### src/rtl/mem_port_arbiter.sv
// -----------------------------------------------------------------------------
// mem_port_arbiter
//
// Shares one main-memory port between the instruction cache and the data
// cache. The instruction cache only refills lines. The data cache refills
// lines or writes back dirty lines. One owner is granted at a time, and the
// arbiter runs a LINE_WORDS-beat burst with a per-beat req/ack handshake.
// Read beats go back to the owner with a one-cycle rvalid. The owner also
// gets a one-cycle done pulse that coincides with the last read beat.
//
// Sequence: IDLE -> BURST -> DONE -> IDLE. A new grant is only possible
// from IDLE, so there is at least one idle cycle between bursts.
//
// Optional feature (compile-time macro MEM_ARB_ROUND_ROBIN_EN):
//   defined   : simultaneous requests are granted to the requester that was
//               not granted last. After reset the last grant counts as the
//               icache, so the dcache wins the first tie.
//   undefined : fixed priority. The dcache always wins ties.
//
// Ports
//   clk_i, rst_i                    clock, synchronous active-low reset
//   i_req_i / i_addr_i              icache refill request and miss address
//   i_rdata_o / i_rvalid_o          icache refill beat and its valid strobe
//   i_done_o                        icache burst complete pulse
//   d_req_i / d_we_i / d_addr_i     dcache request, write-back flag, address
//   d_wdata_i                       write-back word for beat d_beat_o
//   d_beat_o                        current dcache beat (0 when not owner)
//   d_rdata_o / d_rvalid_o          dcache refill beat and its valid strobe
//   d_done_o                        dcache burst complete pulse
//   mem_req_o .. mem_ack_i          per-beat memory handshake
//   owner_o                         00 none, 01 icache, 10 dcache
// -----------------------------------------------------------------------------
module mem_port_arbiter #(
  parameter int LINE_WORDS = 4,
  parameter int DATA_W     = 32,
  parameter int ADDR_W     = 32
) (
  input  logic                          clk_i,
  input  logic                          rst_i,
  input  logic                          i_req_i,
  input  logic [ADDR_W-1:0]             i_addr_i,
  output logic [DATA_W-1:0]             i_rdata_o,
  output logic                          i_rvalid_o,
  output logic                          i_done_o,
  input  logic                          d_req_i,
  input  logic                          d_we_i,
  input  logic [ADDR_W-1:0]             d_addr_i,
  input  logic [DATA_W-1:0]             d_wdata_i,
  output logic [$clog2(LINE_WORDS)-1:0] d_beat_o,
  output logic [DATA_W-1:0]             d_rdata_o,
  output logic                          d_rvalid_o,
  output logic                          d_done_o,
  output logic                          mem_req_o,
  output logic                          mem_we_o,
  output logic [ADDR_W-1:0]             mem_addr_o,
  output logic [DATA_W-1:0]             mem_wdata_o,
  input  logic [DATA_W-1:0]             mem_rdata_i,
  input  logic                          mem_ack_i,
  output logic [1:0]                    owner_o
);

  localparam int BEAT_W = $clog2(LINE_WORDS);
  // Byte offset of a line: word index bits plus the 2 byte-in-word bits.
  localparam int OFF_W  = BEAT_W + 2;

  localparam logic [1:0]        OWN_NONE  = 2'b00;
  localparam logic [1:0]        OWN_I     = 2'b01;
  localparam logic [1:0]        OWN_D     = 2'b10;
  localparam logic [BEAT_W-1:0] LAST_BEAT = BEAT_W'(LINE_WORDS - 1);

  typedef enum logic [1:0] {
    S_IDLE  = 2'd0,
    S_BURST = 2'd1,
    S_DONE  = 2'd2
  } state_t;

  state_t              r_state;
  logic [1:0]          r_owner;
  logic                r_we;
  logic [ADDR_W-1:0]   r_base;
  logic [BEAT_W-1:0]   r_beat;
  logic                r_mem_req;
  logic [DATA_W-1:0]   r_i_rdata;
  logic                r_i_rvalid;
  logic                r_i_done;
  logic [DATA_W-1:0]   r_d_rdata;
  logic                r_d_rvalid;
  logic                r_d_done;

  logic                w_any_req;
  logic                w_grant_d;
  logic                w_unused_addr;

`ifdef MEM_ARB_ROUND_ROBIN_EN
  // Set when the most recent grant went to the dcache.
  logic                r_last_d;
`endif

  // The byte offset within a line is never used, because bursts always
  // start at the line base.
  assign w_unused_addr = ^{i_addr_i[OFF_W-1:0], d_addr_i[OFF_W-1:0]};

  assign w_any_req = i_req_i | d_req_i;

`ifdef MEM_ARB_ROUND_ROBIN_EN
  assign w_grant_d = d_req_i & (~i_req_i | ~r_last_d);
`else
  assign w_grant_d = d_req_i;
`endif

  always_ff @(posedge clk_i) begin
    if (!rst_i) begin
      r_state    <= S_IDLE;
      r_owner    <= OWN_NONE;
      r_we       <= 1'b0;
      r_base     <= '0;
      r_beat     <= '0;
      r_mem_req  <= 1'b0;
      r_i_rdata  <= '0;
      r_i_rvalid <= 1'b0;
      r_i_done   <= 1'b0;
      r_d_rdata  <= '0;
      r_d_rvalid <= 1'b0;
      r_d_done   <= 1'b0;
`ifdef MEM_ARB_ROUND_ROBIN_EN
      r_last_d   <= 1'b0;
`endif
    end else begin
      // rvalid and done are single-cycle strobes.
      r_i_rvalid <= 1'b0;
      r_d_rvalid <= 1'b0;
      r_i_done   <= 1'b0;
      r_d_done   <= 1'b0;
      case (r_state)
        S_IDLE: begin
          if (w_any_req) begin
            r_state   <= S_BURST;
            r_mem_req <= 1'b1;
            r_beat    <= '0;
            if (w_grant_d) begin
              r_owner <= OWN_D;
              r_we    <= d_we_i;
              r_base  <= {d_addr_i[ADDR_W-1:OFF_W], {OFF_W{1'b0}}};
            end else begin
              r_owner <= OWN_I;
              r_we    <= 1'b0;
              r_base  <= {i_addr_i[ADDR_W-1:OFF_W], {OFF_W{1'b0}}};
            end
`ifdef MEM_ARB_ROUND_ROBIN_EN
            r_last_d <= w_grant_d;
`endif
          end
        end
        S_BURST: begin
          if (mem_ack_i) begin
            if (!r_we) begin
              if (r_owner == OWN_D) begin
                r_d_rdata  <= mem_rdata_i;
                r_d_rvalid <= 1'b1;
              end else begin
                r_i_rdata  <= mem_rdata_i;
                r_i_rvalid <= 1'b1;
              end
            end
            if (r_beat == LAST_BEAT) begin
              // The beat wraps to 0 only here, so the address never leaves
              // the line. The done pulse lands on the same cycle as the
              // last rvalid.
              r_beat    <= '0;
              r_state   <= S_DONE;
              r_mem_req <= 1'b0;
              r_d_done  <= (r_owner == OWN_D);
              r_i_done  <= (r_owner == OWN_I);
            end else begin
              r_beat <= r_beat + 1'b1;
            end
          end
        end
        S_DONE: begin
          r_owner <= OWN_NONE;
          r_state <= S_IDLE;
        end
        default: begin
          r_state   <= S_IDLE;
          r_owner   <= OWN_NONE;
          r_mem_req <= 1'b0;
          r_beat    <= '0;
        end
      endcase
    end
  end

  // The memory-side address, write enable and write data are forced to
  // zero whenever no beat is being requested.
  assign mem_req_o   = r_mem_req;
  assign mem_we_o    = r_mem_req & r_we;
  assign mem_addr_o  = r_mem_req ? (r_base + ADDR_W'({r_beat, 2'b00})) : '0;
  assign mem_wdata_o = (r_mem_req & r_we) ? d_wdata_i : '0;

  assign d_beat_o    = (r_owner == OWN_D) ? r_beat : '0;
  assign owner_o     = r_owner;

  assign i_rdata_o   = r_i_rdata;
  assign i_rvalid_o  = r_i_rvalid;
  assign i_done_o    = r_i_done;
  assign d_rdata_o   = r_d_rdata;
  assign d_rvalid_o  = r_d_rvalid;
  assign d_done_o    = r_d_done;

endmodule

### config.mk
export PLATFORM = sky130hd
export DESIGN_NAME = mem_port_arbiter
export DESIGN_NICKNAME = d
export VERILOG_FILES = /design/src/rtl/mem_port_arbiter.sv
export SDC_FILE = /design/constraint.sdc
export NUM_CORES = 1
export LEC_CHECK = 0
export CORE_MARGIN = 3
export CORE_UTILIZATION = 35
export DETAILED_ROUTE_END_ITERATION = 12
export MAX_ROUTING_LAYER = met4
export PLACE_DENSITY = 0.76
export SLEW_MARGIN = 20
export SYNTH_ARGS = -nofsm -noshare
export SYNTH_HDL_FRONTEND = slang
export SYNTH_SLANG_ARGS = --single-unit
### constraint.sdc
create_clock -name clk_i -period 3 [get_ports clk_i]
set_clock_uncertainty 0.05 [all_clocks]
set_input_delay 0.6 -clock clk_i [delete_from_list [all_inputs] [get_ports clk_i]]
set_output_delay 0.6 -clock clk_i [all_outputs]
set_load 0.05 [all_outputs]
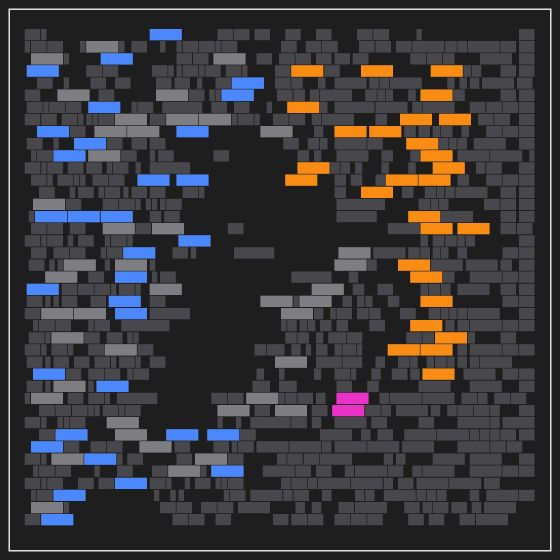
(images/registers.png)
[magenta] r_beat | placed flops: 2
[orange] r_base | placed flops: 28
[blue] d_rdata_o | placed flops: 32

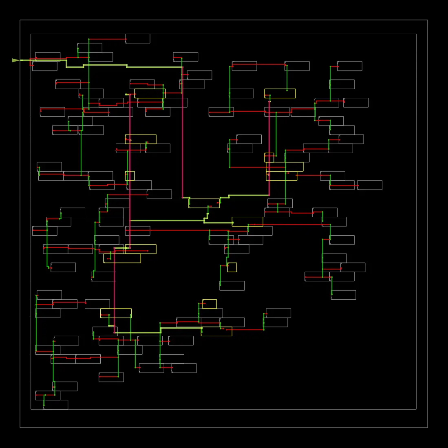
(images/final_clocks.png)
Clock Latency Late Sink: 340 ps
clock buf count: 9

==> results.txt <==
This memo summarizes the results of the implementation run.

Final timing
The worst path setup slack after routing is 389.1 ps. Setup repair after global routing left no endpoint under its margin. The final timing report derives a shortest allowable period of 2611 ps. The total count of hold-check failures in the final report is 0.

Pwr
In this run the static leakage power is 3.652 nW. The part of the power in the clock network is 34.5%. The worst-case vdd ir drop is 0.3037 mV. The internal power is 2.592 mW.

The combinational group share of total power is 24.1%.

Route
The count of antenna-violating nets left after detailed routing is 0. The routed length per placed instance is 16.65 um. The via-per-instance ratio is 4.834.

GRT
The largest net degree at the start of global routing is 97. The number of antenna violations at the first check in global routing came to 0.

Die
The die covers 14670 um^2. In this run the standard cell core region covers 12770 um^2. Measured along the x axis, the die boundary spans 121.1 um. From bottom edge to top edge, the die measures 121.1 um.

Critical path
STA classifies the critical path startpoint as a flop. The data required time of the worst path is 2350 ps. The worst reg2reg path startpoint is r_we$_SDFFE_PN0P_. On the critical path, the stage with the largest delay is an instance of sky130_fd_sc_hd__clkdlybuf4s50_1.

Looking at the reg2reg group, the worst path ends at d_rdata_o[25]$_SDFFE_PN0P_. In this run the worst setup path begins at owner_o[1]$_SDFFE_PN0P_. The setup slack of the most critical reg-to-reg path is 1040 ps.

Finish
In the finished design the tool counted flip-flops and latches totalling 104. The proportion of cell area occupied by multi-input gates is 27.91%. The final standard cell utilization of the core is 64.15%. Cells with a size suffix above 1 make up 12.40% of the layout. The number of non-clock buffers is 267. The number of inserted filler cells in the final layout is 972.

Clocking
The number of clock sinks is 104. The cell sitting at the root of the clock tree is a sky130_fd_sc_hd__clkbuf_16.

Yosys
Per the synthesis report, the number of distinct cell types is 32. Yosys mapped a number of flops with a built-in enable equal to 0. The yosys-reported design area after synthesis is 4639 um^2. Synthesis produced a netlist whose cell count is 496.

The synthesized netlist occupies a cell area of 4639 um^2.

Run status
The flow ran to the end, and the final reports show no timing, DRC or antenna violations.
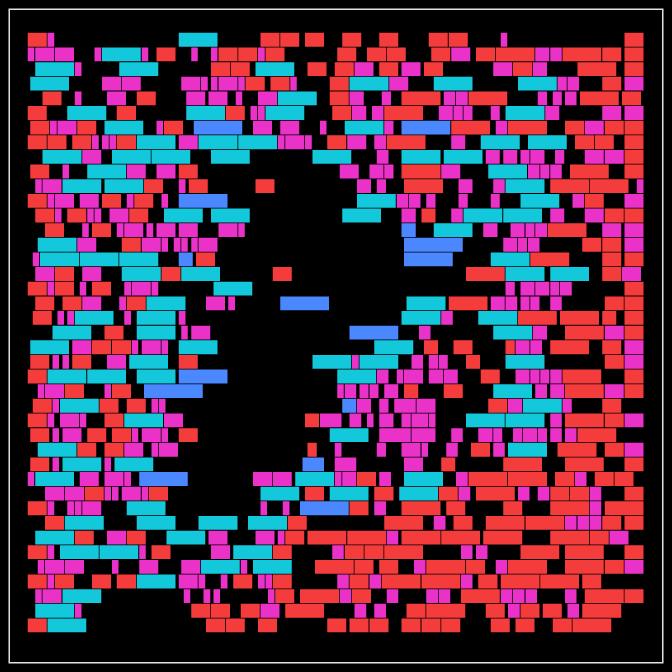
(images/cell_classes.png)
[red] other buffers and delay cells | cells: 267
[cyan] flip-flops | cells: 104
[magenta] all other logic | cells: 348
[blue] clock drivers and dummy loads | cells: 15

[routing by layer]
metal / vias up / GRT usage, % / part of all wire (%)
met1: 2032 / 22.50 / 39
met5: - / - / 0
met2: 178 / 35.01 / 49
li1: 2158 / - / -
met4: 0 / 4.622 / 0.91
met3: 12 / 8.345 / 11
[power by group through the flow]
stage | combinational [mW] | clock (mW) | sequential [mW]
CTS | 0.879 | 1.28 | 1.50
detailed placement | 0.875 | 0 | 1.53
floorplan | 0.366 | 0 | 1.62
finish | 0.871 | 1.25 | 1.50
global placement | 0.858 | 0 | 1.52
global route | 0.922 | 1.33 | 1.50
[sequential cells by signal, indices dropped and copies added (netlist names)]
name,cells
d_rvalid_o,1
i_done_o,1
r_beat,2
owner_o,2
i_rdata_o,32
d_done_o,1
d_rdata_o,32
r_state,2
mem_req_o,1
r_we,1
i_rvalid_o,1
r_base,28
[cell usage after synthesis (2+ instances only)]
library cell	n	area [um^2]
sky130_fd_sc_hd__a211oi_1	29	217.7
sky130_fd_sc_hd__a21oi_1	32	160.2
sky130_fd_sc_hd__a32o_1	3	30.03
sky130_fd_sc_hd__and2_1	33	206.5
sky130_fd_sc_hd__and3_1	32	200.2
sky130_fd_sc_hd__buf_2	5	25.02
sky130_fd_sc_hd__buf_4	3	22.52
sky130_fd_sc_hd__buf_6	10	112.6
sky130_fd_sc_hd__clkbuf_1	26	97.59
sky130_fd_sc_hd__dfxtp_1	104	2082
sky130_fd_sc_hd__inv_1	4	15.01
sky130_fd_sc_hd__mux2i_1	92	920.9
sky130_fd_sc_hd__nand2_1	96	360.4
sky130_fd_sc_hd__nand2_4	2	22.52
sky130_fd_sc_hd__nand2b_1	3	18.77
sky130_fd_sc_hd__nor2_1	6	22.52
[worst reg2reg max path, delay by kind of cell, from the launching register on]
kind                   cells  cell delay (ps)
buffers and inverters      1              290
multiplexers               1              310
flip-flops                 1              480
AND/OR/NAND/NOR            2              760
[per-stage QoR]
| step | power [mW] | hold WS [ps] | instances |
|---|---|---|---|
| final | 3.613 | 410.5 | 906 |
| after global routing | 3.756 | 433.2 | 906 |
| after CTS | 3.653 | 416.3 | 906 |
| after detailed placement | 2.402 | 405.6 | 891 |
| after global placement | 2.380 | 393.9 | 891 |
| after floorplan | 1.991 | 423.7 | 497 |
[cells in the final DEF, fill, tap and decap left out, types with 2 or more instances in the layout]
master,n
sky130_fd_sc_hd__buf_2,2
sky130_fd_sc_hd__a211oi_1,29
sky130_fd_sc_hd__a32o_1,3
sky130_fd_sc_hd__mux2i_1,92
sky130_fd_sc_hd__dfxtp_1,104
sky130_fd_sc_hd__nand2b_1,3
sky130_fd_sc_hd__clkinvlp_4,3
sky130_fd_sc_hd__and2_1,33
sky130_fd_sc_hd__conb_1,2
sky130_fd_sc_hd__bufinv_16,2
sky130_fd_sc_hd__a21oi_1,32
sky130_fd_sc_hd__inv_1,4
sky130_fd_sc_hd__nor2_1,5
sky130_fd_sc_hd__nand2_1,96
sky130_fd_sc_hd__clkbuf_16,9
sky130_fd_sc_hd__buf_12,63
sky130_fd_sc_hd__clkdlybuf4s50_1,195
sky130_fd_sc_hd__nand2_4,2
sky130_fd_sc_hd__buf_4,7
sky130_fd_sc_hd__and3_1,32
Power is estimated from default activity; no workload was simulated.
